`src/rtl/risc_controller_pkg.sv`:
```
// Purpose: shared VeriRISC opcode map, phase encodings and ALU-op membership helper.
// Latency: n/a (constants and a pure function only).
// Backpressure: n/a.
package risc_controller_pkg;

    localparam int PHASES = 8;
    localparam int OP_W   = 3;
    localparam int PH_W   = $clog2(PHASES);

    // Opcode map, shared with the ALU
    localparam logic [OP_W-1:0] OP_HLT = 3'b000;
    localparam logic [OP_W-1:0] OP_SKZ = 3'b001;
    localparam logic [OP_W-1:0] OP_ADD = 3'b010;
    localparam logic [OP_W-1:0] OP_AND = 3'b011;
    localparam logic [OP_W-1:0] OP_XOR = 3'b100;
    localparam logic [OP_W-1:0] OP_LDA = 3'b101;
    localparam logic [OP_W-1:0] OP_STO = 3'b110;
    localparam logic [OP_W-1:0] OP_JMP = 3'b111;

    // Phase encodings of the eight-phase instruction cycle
    localparam logic [PH_W-1:0] PH_INST_ADDR  = 3'd0;
    localparam logic [PH_W-1:0] PH_INST_FETCH = 3'd1;
    localparam logic [PH_W-1:0] PH_INST_LOAD  = 3'd2;
    localparam logic [PH_W-1:0] PH_IDLE       = 3'd3;
    localparam logic [PH_W-1:0] PH_OP_ADDR    = 3'd4;
    localparam logic [PH_W-1:0] PH_OP_FETCH   = 3'd5;
    localparam logic [PH_W-1:0] PH_ALU_OP     = 3'd6;
    localparam logic [PH_W-1:0] PH_STORE      = 3'd7;

    // Opcodes that read an operand from memory and write the accumulator
    function automatic logic is_aluop(input logic [OP_W-1:0] op);
        return (op == OP_ADD) || (op == OP_AND) || (op == OP_XOR) || (op == OP_LDA);
    endfunction

endpackage

```
`src/rtl/risc_controller_if.sv`:
```
// Purpose: bundles the controller's opcode/zero/mem_ready inputs and its control strobes.
// Latency: n/a (wiring only).
// Backpressure: mem_ready from the memory side stretches the controller's wait phases.
interface risc_controller_if;
    import risc_controller_pkg::*;

    logic [OP_W-1:0] opcode;
    logic            zero;
    logic            mem_ready;
    logic            sel;
    logic            rd;
    logic            ld_ir;
    logic            inc_pc;
    logic            ld_pc;
    logic            ld_ac;
    logic            wr;
    logic            data_e;
    logic            halt;
    logic [PH_W-1:0] phase;

    // Controller side: consumes datapath status, produces strobes
    modport master (
        input  opcode, zero, mem_ready,
        output sel, rd, ld_ir, inc_pc, ld_pc, ld_ac, wr, data_e, halt, phase
    );

    // Datapath side: produces status, consumes strobes
    modport slave (
        output opcode, zero, mem_ready,
        input  sel, rd, ld_ir, inc_pc, ld_pc, ld_ac, wr, data_e, halt, phase
    );

endinterface

```
`src/rtl/risc_phase_counter.sv`:
```
// Purpose: wrapping phase counter for the instruction cycle, with hold and freeze.
// Latency: phase advances one step per clock edge when neither hold nor freeze is set.
// Backpressure: i_hold (memory wait) or i_freeze (halt) keep the current phase.
module risc_phase_counter
    import risc_controller_pkg::*;
(
    input  logic            clk,
    input  logic            rst_n,
    input  logic            i_hold,
    input  logic            i_freeze,
    output logic [PH_W-1:0] o_phase
);

    logic [PH_W-1:0] r_phase;

    // Advance phase, wrapping after the last phase; hold or freeze keeps it
    always_ff @(posedge clk or negedge rst_n) begin
        if (!rst_n) begin
            r_phase <= PH_INST_ADDR;
        end else if (!(i_hold || i_freeze)) begin
            r_phase <= r_phase + 1'b1;
        end
    end

    assign o_phase = r_phase;

endmodule

```
`src/rtl/risc_controller.sv`:
```
// Purpose: VeriRISC instruction sequencer; Moore decode of phase and opcode into control strobes.
// Latency: one instruction per 8 cycles with mem_ready high; strobes are combinational from state.
// Backpressure: mem_ready low holds phase 1, phase 5 (ALU ops) and phase 7 (STO); halt is sticky.
module risc_controller
    import risc_controller_pkg::*;
(
    input  logic              clk,
    input  logic              rst_n,
    risc_controller_if.master bus
);

    logic [PH_W-1:0] w_phase;
    logic            w_aluop;
    logic            w_is_sto;
    logic            w_is_jmp;
    logic            w_is_skz;
    logic            w_is_hlt;
    logic            w_hold;
    logic            r_halted;

    assign w_aluop  = is_aluop(bus.opcode);
    assign w_is_sto = (bus.opcode == OP_STO);
    assign w_is_jmp = (bus.opcode == OP_JMP);
    assign w_is_skz = (bus.opcode == OP_SKZ);
    assign w_is_hlt = (bus.opcode == OP_HLT);

    // Memory wait: hold only in phases that actually wait on the bus for this opcode
    always_comb begin
        w_hold = 1'b0;
        case (w_phase)
            PH_INST_FETCH: w_hold = !bus.mem_ready;
            PH_OP_FETCH:   w_hold = !bus.mem_ready && w_aluop;
            PH_STORE:      w_hold = !bus.mem_ready && w_is_sto;
            default:       w_hold = 1'b0;
        endcase
    end

    // Sticky halt: set leaving OP_ADDR on HLT; the counter then sits frozen in OP_FETCH
    always_ff @(posedge clk or negedge rst_n) begin
        if (!rst_n) begin
            r_halted <= 1'b0;
        end else if (!r_halted && (w_phase == PH_OP_ADDR) && w_is_hlt) begin
            r_halted <= 1'b1;
        end
    end

    risc_phase_counter u_phase_counter (
        .clk      (clk),
        .rst_n    (rst_n),
        .i_hold   (w_hold),
        .i_freeze (r_halted),
        .o_phase  (w_phase)
    );

    // Strobe decode from registered phase and current opcode; halt masks everything
    always_comb begin
        bus.sel    = 1'b0;
        bus.rd     = 1'b0;
        bus.ld_ir  = 1'b0;
        bus.inc_pc = 1'b0;
        bus.ld_pc  = 1'b0;
        bus.ld_ac  = 1'b0;
        bus.wr     = 1'b0;
        bus.data_e = 1'b0;
        bus.halt   = 1'b0;
        if (r_halted) begin
            bus.halt = 1'b1;
        end else begin
            case (w_phase)
                PH_INST_ADDR: begin
                    bus.sel = 1'b1;
                end
                PH_INST_FETCH: begin
                    bus.sel = 1'b1;
                    bus.rd  = 1'b1;
                end
                PH_INST_LOAD, PH_IDLE: begin
                    bus.sel   = 1'b1;
                    bus.rd    = 1'b1;
                    bus.ld_ir = 1'b1;
                end
                PH_OP_ADDR: begin
                    bus.inc_pc = 1'b1;
                end
                PH_OP_FETCH: begin
                    bus.rd = w_aluop;
                end
                PH_ALU_OP: begin
                    bus.rd     = w_aluop;
                    bus.inc_pc = w_is_skz && bus.zero;
                    bus.ld_pc  = w_is_jmp;
                    bus.data_e = w_is_sto;
                end
                PH_STORE: begin
                    bus.rd     = w_aluop;
                    bus.ld_ac  = w_aluop;
                    bus.ld_pc  = w_is_jmp;
                    bus.inc_pc = w_is_jmp;
                    bus.wr     = w_is_sto;
                    bus.data_e = w_is_sto;
                end
                default: begin
                    bus.sel = 1'b0;
                end
            endcase
        end
    end

    assign bus.phase = w_phase;

endmodule
```
`src/flat_wrapper.sv`:
```
// flat-port wrapper written by rule: the top's interface ports become plain ports
module risc_controller_flat import risc_controller_pkg::*;
  (clk, rst_n, bus_opcode, bus_zero, bus_mem_ready, bus_sel, bus_rd, bus_ld_ir, bus_inc_pc, bus_ld_pc, bus_ld_ac, bus_wr, bus_data_e, bus_halt, bus_phase);
  risc_controller_if bus_i ();
  input  logic clk;
  input  logic rst_n;
  input wire logic [$bits(bus_i.opcode)-1:0] bus_opcode;
  input wire logic [$bits(bus_i.zero)-1:0] bus_zero;
  input wire logic [$bits(bus_i.mem_ready)-1:0] bus_mem_ready;
  output wire logic [$bits(bus_i.sel)-1:0] bus_sel;
  output wire logic [$bits(bus_i.rd)-1:0] bus_rd;
  output wire logic [$bits(bus_i.ld_ir)-1:0] bus_ld_ir;
  output wire logic [$bits(bus_i.inc_pc)-1:0] bus_inc_pc;
  output wire logic [$bits(bus_i.ld_pc)-1:0] bus_ld_pc;
  output wire logic [$bits(bus_i.ld_ac)-1:0] bus_ld_ac;
  output wire logic [$bits(bus_i.wr)-1:0] bus_wr;
  output wire logic [$bits(bus_i.data_e)-1:0] bus_data_e;
  output wire logic [$bits(bus_i.halt)-1:0] bus_halt;
  output wire logic [$bits(bus_i.phase)-1:0] bus_phase;
  assign bus_i.opcode = bus_opcode;
  assign bus_i.zero = bus_zero;
  assign bus_i.mem_ready = bus_mem_ready;
  assign bus_sel = bus_i.sel;
  assign bus_rd = bus_i.rd;
  assign bus_ld_ir = bus_i.ld_ir;
  assign bus_inc_pc = bus_i.inc_pc;
  assign bus_ld_pc = bus_i.ld_pc;
  assign bus_ld_ac = bus_i.ld_ac;
  assign bus_wr = bus_i.wr;
  assign bus_data_e = bus_i.data_e;
  assign bus_halt = bus_i.halt;
  assign bus_phase = bus_i.phase;
  risc_controller u_core (.clk(clk), .rst_n(rst_n), .bus(bus_i));
endmodule
```
`config.mk`:
```
export PLATFORM = sky130hd
export DESIGN_NAME = risc_controller_flat
export DESIGN_NICKNAME = d
export VERILOG_FILES = /design/src/rtl/risc_controller_pkg.sv /design/src/rtl/risc_controller_if.sv /design/src/rtl/risc_phase_counter.sv /design/src/rtl/risc_controller.sv /design/src/flat_wrapper.sv
export SDC_FILE = /design/constraint.sdc
export NUM_CORES = 1
export LEC_CHECK = 0
export CORE_AREA = 2 2 39 41
export CTS_CLUSTER_DIAMETER = 30
export DETAILED_ROUTE_END_ITERATION = 6
export DIE_AREA = 0 0 41 43
export PLACE_DENSITY_LB_ADDON = 0.1
export SYNTH_ARGS = -nofsm -noshare
export SYNTH_HDL_FRONTEND = slang
export SYNTH_SLANG_ARGS = --single-unit
```
`constraint.sdc`:
```
create_clock -name clk -period 2.4 [get_ports clk]
set_input_delay 0.72 -clock clk [delete_from_list [all_inputs] [get_ports clk]]
set_output_delay 0.72 -clock clk [all_outputs]
set_load 0.03 [all_outputs]
```
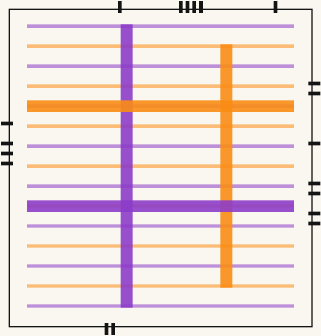
Fig. 1. Floorplan with the power grid.
Pins as bars on the die edge.
orange -> VDD
purple -> VSS
rows = 14
met5 straps = 2
signal pins = 19

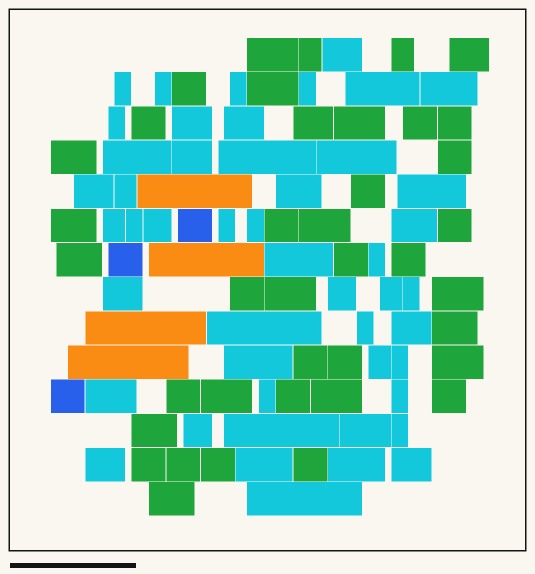
Fig. 2. Placed cells, one colour a class.
Bar = 10 um.
orange -> registers  # cells 4
green -> remaining buffers and delay cells  # cells 39
cyan -> remaining logic cells  # cells 48
blue -> clock-net drivers  # cells 3

## what timing repair did
item                                    4_1_cts  5_1_grt
pin swaps                                     5        7
endpoints found under the hold margin         0        0
endpoints found under the setup margin        8        6
resized                                      32       24
setup buffers                                 4        1
## sequential cells by signal, summed over array words and instances, names as in the netlist
register and cells:
u_core.u_phase_counter.o_phase 3, u_core.r_halted 1
## final cells by class
type	instances	area [um2]
sequential	4	103
inverter	6	25.0
fill	114	455
multi-input combinational	42	419
timing repair buffer	39	339
clock buffer	3	22.5
tap	16	20.0
## placed cells by master (no fill, tap or decap), drive strengths merged, types with 2 or more instances in the layout
| cell type | Yosys | final |
|---|---|---|
| dfrtp | 4 | 4 |
| xnor2 | 2 | 2 |
| nor2 | 8 | 8 |
| a21oi | 6 | 6 |
| ha | 7 | 7 |
| clkbuf | 1 | 4 |
| inv | 6 | 6 |
| clkdlybuf4s50 | 0 | 6 |
| nand3 | 2 | 2 |
| nand2 | 3 | 3 |
| buf | 0 | 29 |
| nor4 | 2 | 2 |
| o21ai | 2 | 2 |
| dlygate4sd2 | 0 | 2 |
## routing by layer
layer | share of wire [%] | vias to the layer above
met2 | 52 | 22
met5 | 0 | -
li1 | - | 272
met3 | 4.8 | 2
met4 | 0.24 | 0
met1 | 43 | 256
## power by group through the flow
stage	combinational (mW)	sequential [mW]	clock, mW
5_1_grt	0.0730	0.0729	0.0895
3_5_place_dp	0.0539	0.0726	0
2_1_floorplan	0.0150	0.0765	0
4_1_cts	0.0616	0.0716	0.0828
3_3_place_gp	0.0533	0.0725	0
6_report	0.0675	0.0727	0.0799
## worst max-delay path, delay by kind of cell (launching register included)
kind	cells	cell delay, ps
fa+ha+maj	1	150
buf+inv	2	300
compound gates	1	120
flops	1	440
simple gates	2	410
## synth_stat cells, types with 2 or more instances
cell	number	area [um2]
xnor2_1	2	17.5
dfrtp_1	4	100
ha_1	7	87.6
a21oi_1	6	30.0
nor4_1	2	12.5
nand3_1	2	10.0
nand2_1	3	11.3
nor2_1	8	30.0
inv_1	6	22.5
## path summary, 6_finish.rpt
check                                                           endpoint  cells after the start
setup / recovery                                                 bus_sel                      6
hold / removal             u_core.u_phase_counter.o_phase[1]$_DFFE_PN0N_                      2
setup reg to reg           u_core.u_phase_counter.o_phase[1]$_DFFE_PN0N_                      8
hold reg to reg            u_core.u_phase_counter.o_phase[1]$_DFFE_PN0N_                      2
max in group asynchronous  u_core.u_phase_counter.o_phase[1]$_DFFE_PN0N_                      1
min in group asynchronous                    u_core.r_halted$_DFFE_PN0P_                      1
## per-stage QoR
stage          util [%]  cell area (um2)  worst slack [ps]
2_1_floorplan         -              449              -101
3_3_place_gp       55.0              761              -672
3_5_place_dp       55.0              761              -685
4_1_cts            61.2              847              2.91
5_1_grt            67.1              928             -49.8
6_report           67.1              928              42.0
## cell families (layout without fill, tap and decap cells)
| logic type | Yosys count | count (layout) |
|---|---|---|
| AOI/OAI and AO/OA | 13 | 13 |
| xor gates and xnor gates | 2 | 2 |
| and+or+nand+nor | 19 | 19 |
| muxes | 1 | 1 |
| buffers and inverters | 7 | 48 |
| DFF | 4 | 4 |
| adders and majority gates | 7 | 7 |
==> impl_metrics.yaml <==
# physical design summary
status:
  status: "finished, final reports clean"
synthesis:
  yosys-stat-area_um2: 428
  topCombFamilyByArea: "AND-OR/OR-AND gates"
  fa_ha_area_share_pct: 20.5
  synth-cells-yosys: 53
  synthCells: 53
  syn_area_um2: 428
  edf_count: 0
  async_flop_share_pct: 100
  ys_sh_aoi_pct: 21.6
  synth_flops: 4
  ys_types: 22
  simple_gate_area_share_pct: 21.6
  ys_seq_share_pct: 23.4
  synthesis.nets: 67
  ff_type: "dfrtp_1"
grt:
  grtUsageMet3_pct: 4.71
  overflow: 0
  antenna_found_initial: 0
  grt_pass1_vias: 471
  grt.busiest_layer: "met2"
  use_met1_pct: 20.6
  met2_usage_pct: 25.0
  grt_start_max_net_pins: 10
  gr-usage-all-layers_pct: 15.9
  grt_pass1_wl_um: 1920
drt:
  remaining_drc_errors: 0
  vias: 552
  drtIter0Drc: 5
  drt-total-wl_um: 1260
  dr.pass1.iters: 5
  ant_nets: 0
  via_per_inst: 5.02
  wire_per_inst_um: 11.4
timing:
  drv_slew: 0
  skew_ps: 2.64
  rsz0062_at_grt: "yes"
  finalCritPeriodShare_pct: 98.3
  whs_ps: 677
  slew_headroom_pct: 79.5
  fmax_mhz: 424
  setup_viol: 0
  layout_min_cycle_time_ps: 2360
  tns_ps: 0
setup_path:
  worst-r2r-setup-slack_ps: 500
  critPathArrivalTime_ps: 1640
  required_ps: 1680
  crit_slowest_cell: "dfrtp_2"
  critPathMaxFanout: 3
  critical_path.startpoint: "u_core.u_phase_counter.o_phase[0]$_DFFE_PN0N_"
  worstSetupPathType: "register to output port"
  cp-end-kind: "output port"
  cp_cell_sequence: "buf_6 -> ha_4 -> or3_4 -> a21oi_2 -> nor2_1 -> buf_4"
  critical-path-max-stage-delay_ps: 440
  rr_startpoint: "u_core.u_phase_counter.o_phase[1]$_DFFE_PN0N_"
power:
  swShare_pct: 26.7
  share_seq_of_total_power_pct: 33.0
  p_switching_uw: 58.8
  clkPwrFrac_pct: 36.3
  cellPowerDensity_nw_per_um2: 237
  vdd_drop_max_mv: 0.205
  leakage_nw: 0.392
  internal_power_uw: 161
  p_total_uw: 220
min_path:
  hp-start: "u_core.u_phase_counter.o_phase[1]$_DFFE_PN0N_"
  hold_class: "register to register"
clocking:
  cts-hold-fix-buffers: 0
  htreeDepth: 1
  cts_buffer_depth: 2
  cts-buffers-inserted: 3
  clkSinkCount: 4
  clk_pin_slew_worst_paths_ps: 30
  tritoncts: "yes"
  root_buffer: "clkbuf_4"
run:
  max-cap-violations: 0
  warnings: 33
floorplanning:
  rows: 14
  chipArea_um2: 1760
  die_h_um: 43
  die_x_um: 41
  io_pins: 19
  core-area_um2: 1380
place:
  hpwl_um: 922
cells_and_area:
  stdcell_count: 110
  syn2layout_area_growth_pct: 117
  drive_gt1_share_pct: 60.6
  final_nets: 110
  insertedDiodeCount: 0
No activity file was given, so power comes from the tool's default toggle rates.
